### config.mk
export PLATFORM = sky130hd
export DESIGN_NAME = midi_voice_ctrl
export DESIGN_NICKNAME = d
export VERILOG_FILES = /design/src/rtl/midi_pkg.sv /design/src/rtl/midi_voice_ctrl_envelope.sv /design/src/rtl/midi_voice_ctrl.sv
export SDC_FILE = /design/constraint.sdc
export NUM_CORES = 1
export LEC_CHECK = 0
export ABC_AREA = 1
export CORE_ASPECT_RATIO = 0.7
export CORE_MARGIN = 2
export CORE_UTILIZATION = 40
export CTS_BUF_LIST = sky130_fd_sc_hd__clkbuf_4 sky130_fd_sc_hd__clkbuf_8
export DETAILED_ROUTE_END_ITERATION = 12
export PLACE_DENSITY = 0.69
export SLEW_MARGIN = 30
export SYNTH_ARGS = -nofsm -noshare
export SYNTH_HDL_FRONTEND = slang
export SYNTH_SLANG_ARGS = --single-unit
### constraint.sdc
create_clock -name clk -period 1.7 [get_ports clk]
set_input_delay 0.34 -clock clk [delete_from_list [all_inputs] [get_ports clk]]
set_output_delay 0.34 -clock clk [all_outputs]
set_load 0.01 [all_outputs]
### src/rtl/midi_pkg.sv
// Shared MIDI constants and state encodings for the voice control front-end.
package midi_pkg;

    // Status nibbles the voice reacts to
    localparam logic [3:0] NOTE_OFF  = 4'h8;
    localparam logic [3:0] NOTE_ON   = 4'h9;
    localparam logic [3:0] PROG_CHG  = 4'hC;
    // Channel pressure also carries a single data byte
    localparam logic [3:0] CHAN_PRES = 4'hD;

    // Bytes at or above this value are realtime and never disturb parsing
    localparam logic [7:0] RT_THRESH = 8'hF8;

    typedef enum logic [1:0] {
        P_IDLE,
        P_DATA1,
        P_DATA2
    } parse_state_t;

    typedef enum logic [1:0] {
        ENV_IDLE,
        ENV_ATTACK,
        ENV_SUSTAIN,
        ENV_RELEASE
    } env_state_t;

endpackage

### src/rtl/midi_voice_ctrl_envelope.sv
// Envelope generator: free-running sample_rate divider plus AR envelope FSM.
import midi_pkg::*;

module midi_envelope #(
    parameter int unsigned ENV_DIV      = 48,
    parameter int unsigned ATTACK_STEP  = 4,
    parameter int unsigned RELEASE_STEP = 2
) (
    input  logic       clk,
    input  logic       rst,
    input  logic       sample_rate,
    input  logic       trig,
    input  logic       rel,
    output logic [6:0] env_scale
);

    localparam int CW = (ENV_DIV > 1) ? $clog2(ENV_DIV) : 1;

    logic [CW-1:0] cnt_q, cnt_d;
    env_state_t    state_q, state_d;
    logic [6:0]    env_q, env_d;

    logic       tick;
    env_state_t cur_state;
    logic [7:0] sum;
    logic [7:0] diff;

    // Divider tick, note-event state override, then one envelope step per tick
    always_comb begin
        cnt_d = cnt_q;
        tick  = 1'b0;
        if (sample_rate) begin
            if (cnt_q == CW'(ENV_DIV - 1)) begin
                cnt_d = '0;
                tick  = 1'b1;
            end else begin
                cnt_d = cnt_q + CW'(1);
            end
        end

        // A note event picks the state first so a coincident tick steps the new state
        if (trig) begin
            cur_state = ENV_ATTACK;
        end else if (rel) begin
            cur_state = ENV_RELEASE;
        end else begin
            cur_state = state_q;
        end

        sum     = {1'b0, env_q} + 8'(ATTACK_STEP);
        diff    = {1'b0, env_q} - 8'(RELEASE_STEP);
        state_d = cur_state;
        env_d   = env_q;

        if (tick) begin
            case (cur_state)
                ENV_ATTACK: begin
                    if (sum >= 8'd127) begin
                        env_d   = 7'd127;
                        state_d = ENV_SUSTAIN;
                    end else begin
                        env_d = sum[6:0];
                    end
                end
                ENV_SUSTAIN: env_d = 7'd127;
                ENV_RELEASE: begin
                    if (diff[7] || (diff == 8'd0)) begin
                        env_d   = '0;
                        state_d = ENV_IDLE;
                    end else begin
                        env_d = diff[6:0];
                    end
                end
                default: env_d = env_q;
            endcase
        end
    end

    // Divider and envelope registers
    always_ff @(posedge clk) begin
        if (rst) begin
            cnt_q   <= '0;
            state_q <= ENV_IDLE;
            env_q   <= '0;
        end else begin
            cnt_q   <= cnt_d;
            state_q <= state_d;
            env_q   <= env_d;
        end
    end

    assign env_scale = env_q;

endmodule

### src/rtl/midi_voice_ctrl.sv
// MIDI parser, last-note voice tracking and wavetable load sequencing.
// The program output is named program_num because "program" is a reserved word.
import midi_pkg::*;

module midi_voice_ctrl #(
    parameter logic [3:0]  MIDI_CHANNEL = 4'd0,
    parameter int unsigned ENV_DIV      = 48,
    parameter int unsigned ATTACK_STEP  = 4,
    parameter int unsigned RELEASE_STEP = 2
) (
    input  logic       clk,
    input  logic       rst,
    input  logic       sample_rate,
    input  logic [7:0] midi_byte,
    input  logic       midi_byte_dv,
    output logic [6:0] program_num,
    output logic [6:0] note_num,
    output logic [6:0] note_vel,
    output logic [6:0] env_scale,
    output logic       gate,
    output logic       wtb_load,
    output logic [4:0] wtb_num,
    input  logic [4:0] wtb_load_num,
    input  logic       wtb_load_done,
    output logic       wtb_busy
);

    parse_state_t pstate_q, pstate_d;
    logic [7:0]   status_q, status_d;
    logic [6:0]   data1_q, data1_d;
    logic [6:0]   note_num_q, note_num_d;
    logic [6:0]   note_vel_q, note_vel_d;
    logic         gate_q, gate_d;
    logic [6:0]   program_q, program_d;
    logic         wtb_load_q, wtb_load_d;
    logic [4:0]   wtb_num_q, wtb_num_d;
    logic         busy_q, busy_d;
    logic [6:0]   load_prog_q, load_prog_d;
    logic [6:0]   pend_q, pend_d;
    logic         pend_valid_q, pend_valid_d;

    logic       trig, rel;
    logic       prog_evt;
    logic       ch_ok, one_byte;
    logic [3:0] st;

    // Byte parser, note tracking and loader handshake
    always_comb begin
        pstate_d     = pstate_q;
        status_d     = status_q;
        data1_d      = data1_q;
        note_num_d   = note_num_q;
        note_vel_d   = note_vel_q;
        gate_d       = gate_q;
        program_d    = program_q;
        wtb_load_d   = 1'b0;
        wtb_num_d    = wtb_num_q;
        busy_d       = busy_q;
        load_prog_d  = load_prog_q;
        pend_d       = pend_q;
        pend_valid_d = pend_valid_q;
        trig         = 1'b0;
        rel          = 1'b0;
        prog_evt     = 1'b0;

        st       = status_q[7:4];
        ch_ok    = (status_q[3:0] == MIDI_CHANNEL);
        one_byte = (st == PROG_CHG) || (st == CHAN_PRES);

        if (midi_byte_dv && (midi_byte < RT_THRESH)) begin
            if (midi_byte[7]) begin
                if (midi_byte[7:4] == 4'hF) begin
                    status_d = '0;
                    pstate_d = P_IDLE;
                end else begin
                    status_d = midi_byte;
                    pstate_d = P_DATA1;
                end
            end else begin
                case (pstate_q)
                    P_DATA1: begin
                        if (one_byte) begin
                            prog_evt = (st == PROG_CHG) && ch_ok;
                        end else begin
                            data1_d  = midi_byte[6:0];
                            pstate_d = P_DATA2;
                        end
                    end
                    P_DATA2: begin
                        pstate_d = P_DATA1;
                        if (ch_ok) begin
                            if ((st == NOTE_ON) && (midi_byte[6:0] != 7'd0)) begin
                                note_num_d = data1_q;
                                note_vel_d = midi_byte[6:0];
                                gate_d     = 1'b1;
                                trig       = 1'b1;
                            end else if (((st == NOTE_ON) || (st == NOTE_OFF)) &&
                                         (data1_q == note_num_q) && gate_q) begin
                                gate_d = 1'b0;
                                rel    = 1'b1;
                            end
                        end
                    end
                    default: ;
                endcase
            end
        end

        // Completion is resolved before a same-cycle program change so the change
        // either issues at once or lands in the pending slot
        if (wtb_load_done && busy_q && (wtb_load_num == wtb_num_q)) begin
            program_d = load_prog_q;
            if (pend_valid_q) begin
                wtb_load_d   = 1'b1;
                wtb_num_d    = pend_q[4:0];
                load_prog_d  = pend_q;
                pend_valid_d = 1'b0;
            end else begin
                busy_d = 1'b0;
            end
        end

        if (prog_evt) begin
            if (!busy_d) begin
                wtb_load_d  = 1'b1;
                wtb_num_d   = midi_byte[4:0];
                load_prog_d = midi_byte[6:0];
                busy_d      = 1'b1;
            end else begin
                pend_d       = midi_byte[6:0];
                pend_valid_d = 1'b1;
            end
        end
    end

    // Parser, voice and loader registers
    always_ff @(posedge clk) begin
        if (rst) begin
            pstate_q     <= P_IDLE;
            status_q     <= '0;
            data1_q      <= '0;
            note_num_q   <= '0;
            note_vel_q   <= '0;
            gate_q       <= 1'b0;
            program_q    <= '0;
            wtb_load_q   <= 1'b0;
            wtb_num_q    <= '0;
            busy_q       <= 1'b0;
            load_prog_q  <= '0;
            pend_q       <= '0;
            pend_valid_q <= 1'b0;
        end else begin
            pstate_q     <= pstate_d;
            status_q     <= status_d;
            data1_q      <= data1_d;
            note_num_q   <= note_num_d;
            note_vel_q   <= note_vel_d;
            gate_q       <= gate_d;
            program_q    <= program_d;
            wtb_load_q   <= wtb_load_d;
            wtb_num_q    <= wtb_num_d;
            busy_q       <= busy_d;
            load_prog_q  <= load_prog_d;
            pend_q       <= pend_d;
            pend_valid_q <= pend_valid_d;
        end
    end

    midi_envelope #(
        .ENV_DIV     (ENV_DIV),
        .ATTACK_STEP (ATTACK_STEP),
        .RELEASE_STEP(RELEASE_STEP)
    ) u_env (
        .clk        (clk),
        .rst        (rst),
        .sample_rate(sample_rate),
        .trig       (trig),
        .rel        (rel),
        .env_scale  (env_scale)
    );

    assign program_num = program_q;
    assign note_num    = note_num_q;
    assign note_vel    = note_vel_q;
    assign gate        = gate_q;
    assign wtb_load    = wtb_load_q;
    assign wtb_num     = wtb_num_q;
    assign wtb_busy    = busy_q;

endmodule

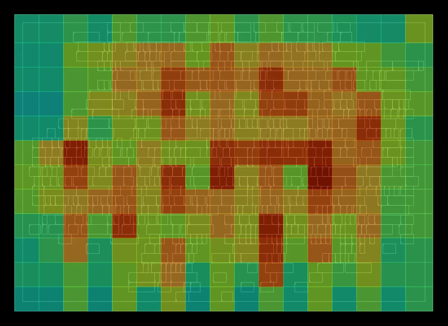
(run_1/congestion_map.png)
grt met1 use: 0.301
GRT Max-Usage Layer: met2
WL per Instance: 14.4 um

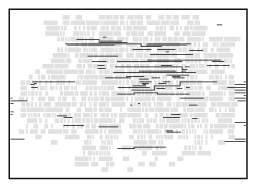
(run_1/m3.png)
Scale: 2 px per um. Cells faint in the background.
nets with wire on the layer = 67
longest straight run = 40.9 um
final wirelength: 11.2 mm
vias post-DR: 3990
GR Layer Usage met3: 0.0615

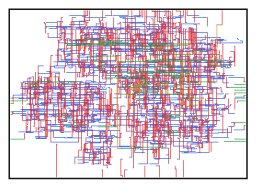
(run_1/layers.png)
Scale: 2 px per um.
green -> M3  # wire length 801 um
orange -> M4  # wire length 151 um
red -> M2  # wire length 5160 um
blue -> M1  # wire length 5090 um
GRT Util Overall: 0.213

==> results.sh, run 1 <==
# flow metrics
export IMPL_status="finished, violations left"
export IMPL_violations="setup timing"
export IMPL_route_met2_wl_mm=5.16
export IMPL_die_w_um=118
export IMPL_fin_crit_sh=1.03
export IMPL_grt_overflow=0
export IMPL_via_per_inst=5.12
export IMPL_largest_class="combinational gates"
export IMPL_drc=0
export IMPL_fp_utilization=0.407
export IMPL_fin_ws_ps=-58.5
export IMPL_grt_pass1_wl_mm=17.1
export IMPL_drive_above_1_share=0.359
export IMPL_drt_iter0_markers=290
export IMPL_vdd_drop_max_uv=376
export IMPL_mux_share=0.00274
export IMPL_slowest_stage="dfxtp_4"
export IMPL_numCtsBuffers=9
export IMPL_required_ps=1930
export IMPL_finClkSkew_ps=9.64
export IMPL_yosys_warnings=0
export IMPL_tool_warnings=31
export IMPL_logic_gates=362
export IMPL_total_power_mw=3.47
export IMPL_arrival_ps=1990
export IMPL_finalHoldViolCount=0
export IMPL_placed_cell_area_sq_um=4770
export IMPL_htree_levels=3
export IMPL_top_cell_area_share=0.417
export IMPL_cts_root_buf="clkbuf_8"
export IMPL_finalSetupViolations=13
export IMPL_start_kind="flip-flop"
export IMPL_path_clk_slew_ps=80
export IMPL_r2r_start="u_env.env_scale[2]"
export IMPL_p_leak_nw=2.30
export IMPL_flop_cell="dfxtp_1"
export IMPL_fp_dieH_um=83.9
export IMPL_aoi_share=0.180
export IMPL_yosys_cells=525
export IMPL_placedCellCount=749
export IMPL_use_met2=0.319
export IMPL_max_freq_ghz=0.569
export IMPL_hp_class="in2reg"
export IMPL_ys_sh_simple=0.274
export IMPL_slowest_delay_ps=370
export IMPL_top_cell="nand2_1"
export IMPL_cp_cell_sequence="inv_6, ha_4, inv_2, nand2_1, nand2_1, nor2_1, nand3_2, nor2_4, nor2_4, nand4_1, nand3_1, nand2_1, a21oi_1"
export IMPL_cts_tree="built"
export IMPL_powerDensity_nw_per_um2=621
export IMPL_post_cts_repair_setup_buffers=5
## run 1: placed cells by master (no fill, tap or decap), types with 4 or more instances in the layout
cell type,count
nand2_1,88
buf_4,62
inv_1,55
dfxtp_1,54
a21oi_1,46
nor2_1,32
clkdlybuf4s50_1,32
nand3_1,29
nand2_2,21
dfxtp_2,18
dlygate4sd2_1,17
o21ai_0,15
o21ai_1,14
a21oi_2,14
o21ai_2,14
nor2_2,12
nor2_4,11
buf_6,11
inv_2,10
nand3_2,10
clkbuf_8,10
nand4_1,7
a211oi_1,7
nand2_4,6
inv_4,4
nor3_1,4
o21ai_4,4
dlymetal6s2s_1,4
dfxtp_4,4
## run 1: where the power goes
| group | internal [mW] | total [mW] | switching (mW) |
|---|---|---|---|
| sequential | 1.80 | 1.83 | 0.0270 |
| combinational | 0.136 | 0.335 | 0.198 |
| clock | 0.579 | 1.31 | 0.727 |
| total | 2.52 | 3.47 | 0.952 |
## run 1: state kept, by name, summed over array words and instances, names as in the netlist, 6 cells and up
signal and cells:
data1_q 7, load_prog_q 7, note_num 7, note_vel 7, pend_q 7, program_num 7
status_q 8, u_env.cnt_q 6, u_env.env_scale 7
## run 1: path summary, 6_finish.rpt
| check | to | slack [ps] | cells past startpoint |
|---|---|---|---|
| min | data1_q[1] | 390 | 4 |
| max | u_env.env_scale[0] | -60 | 13 |
| min reg2reg | pend_q[6] | 470 | 2 |
| max reg2reg | u_env.env_scale[0] | -60 | 13 |
## run 1: through the flow
step / setup slack, ps / utilization
global route: -167 / 0.624
global placement: -618 / 0.532
floorplan: 40.0 / -
CTS: -4.14 / 0.577
finish: -58.5 / 0.624
detailed placement: -631 / 0.532
## Run 2: what changed since run 1
Settings changed: CORE_MARGIN 2 to 5.
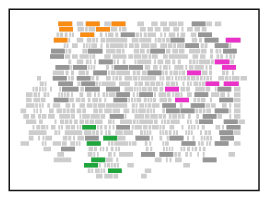
(run_2/ff_map.png)
Scale: 2 px per um.
green -> u_env.cnt_q  # sequential cells 6
orange -> program_num  # sequential cells 7
magenta -> status_q  # sequential cells 8
not coloured = 55
sequential share of cell area: 0.276
Post-Route Utilization: 0.621
FF/Latch Area: 1540 sq um
Seq group: 1.83 mW

==> results.sh, run 2 <==
# flow metrics
export IMPL_r2r_end="u_env.env_scale[5]"
export IMPL_status="finished, violations left"
export IMPL_htree_levels=3
export IMPL_final_common_cell="nand2_1"
export IMPL_hp_class="reg2reg"
export IMPL_grt_pass1_wl_mm=17.7
export IMPL_violations="setup timing"
export IMPL_via_per_inst=5.03
export IMPL_vias=3916
export IMPL_die_w_um=124
export IMPL_p_leak_nw=2.37
export IMPL_antenna_found_initial=0
export IMPL_path_clk_slew_ps=80
export IMPL_fp_dieH_um=89.9
export IMPL_reg2reg_depth=12
export IMPL_placedCellCount=753
export IMPL_start_kind="primary input"
export IMPL_clock_path_buffers=2
export IMPL_wl_per_cell_um=14.1
export IMPL_fin_ws_ps=-102
export IMPL_numCtsBuffers=9
export IMPL_wl_met1_mm=5.16
export IMPL_largest_reg_flops=8
export IMPL_grt_overflow=0
export IMPL_use_met2=0.310
export IMPL_vdd_drop_max_uv=392
export IMPL_finalSetupViolations=17
export IMPL_logic_gates=362
export IMPL_yosys_warnings=0
export IMPL_drc=0
export IMPL_yosysTopAreaCell="dfxtp_1"
export IMPL_grt_max_degree=39
export IMPL_required_ps=1930
export IMPL_fin_crit_sh=1.06
export IMPL_wl_mm=11.0
export IMPL_arrival_ps=2030
export IMPL_tool_warnings=31
export IMPL_powerDensity_nw_per_um2=661
export IMPL_yosys_cells=525
export IMPL_drt_iter0_markers=303
export IMPL_finalHoldViolCount=0
export IMPL_fp_utilization=0.407
export IMPL_lay_top_cells="nand2_1 (95), dfxtp_1 (67), buf_4 (63)"
export IMPL_cts_root_buf="clkbuf_8"
export IMPL_finClkSkew_ps=6.31
export IMPL_gr_usage_all_layers=0.196
export IMPL_rrSetupSlack_ps=-70
export IMPL_drv_slew=0
export IMPL_met3_usage=0.0370
export IMPL_place_ws_ps=-632
export IMPL_top_cell="nand2_1"
export IMPL_antenna_cells=0
export IMPL_r2r_start="status_q[3]"
export IMPL_cts_tree="built"
export IMPL_clock_buffers=10
export IMPL_flop_cell="dfxtp_1"
export IMPL_gr_usage_met1=0.277
export IMPL_syn_instance_count=525
export IMPL_syn_avg_cell_area_sq_um=6.95
export IMPL_synth_distinct_cells=37
export IMPL_drive_above_1_share=0.296
export IMPL_max_freq_ghz=0.555
export IMPL_fin_crit_ps=1800
run 2: how the worst min path moves through the flow:
stage / start / to / slack (ps) / cells past startpoint
global placement: pend_q[6] / pend_q[6] / 450 / 2
CTS: midi_byte[0] / status_q[0] / 460 / 3
floorplan: pend_q[6] / pend_q[6] / 430 / 2
detailed placement: program_num[2] / program_num[2] / 460 / 2
finish: program_num[4] / program_num[4] / 460 / 2
global route: midi_byte[0] / status_q[0] / 460 / 3
run 2: power by group:
part           switching [mW]  internal (mW)  total [mW]  leakage [nW]
logic                   0.181          0.136       0.317          1.64
registers              0.0265           1.81        1.83         0.619
clock network           0.686          0.843        1.53         0.106
run 2: critical path, stage by stage:
cell and delay, ps:
clkdlybuf4s50_1 500, inv_1 80, nand3_1 100, nor2_2 50, nor2_4 140, nor2_1 70
nand2_2 120, nand3_4 110, nor2_4 170, nor2_2 90, o21ai_0 200, a21oi_1 60
run 2: metrics by stage:
stage / setup TNS (ps) / instance area, sq um / power [mW]
after floorplan: 0 / 3650 / 2.00
after global routing: -2910 / 5560 / 3.82
after detailed placement: -26430 / 4860 / 2.15
after CTS: -560 / 5340 / 3.68
after global placement: -23730 / 4860 / 2.15
final: -475 / 5560 / 3.68
run 2: what timing repair did:
action                     4_1_cts  5_1_grt
gates resized                   87       62
setup endpoints to repair       52       47
gates cloned                     1        1
setup buffers                    6        4
hold endpoints to repair         0        0
pin swaps                       33       31
run 2: logic make-up (layout without fill, tap and decap cells):
family	count (synthesis)	in the layout	share of synthesized area
flops	76	76	0.417
compound gates	120	120	0.180
simple gates	231	232	0.274
buf+inv	88	217	0.0978
mux	1	1	0.00274
fa+ha+maj	6	6	0.0206
xor+xnor	3	3	0.00721
No activity file was given, so power comes from the tool's default toggle rates.
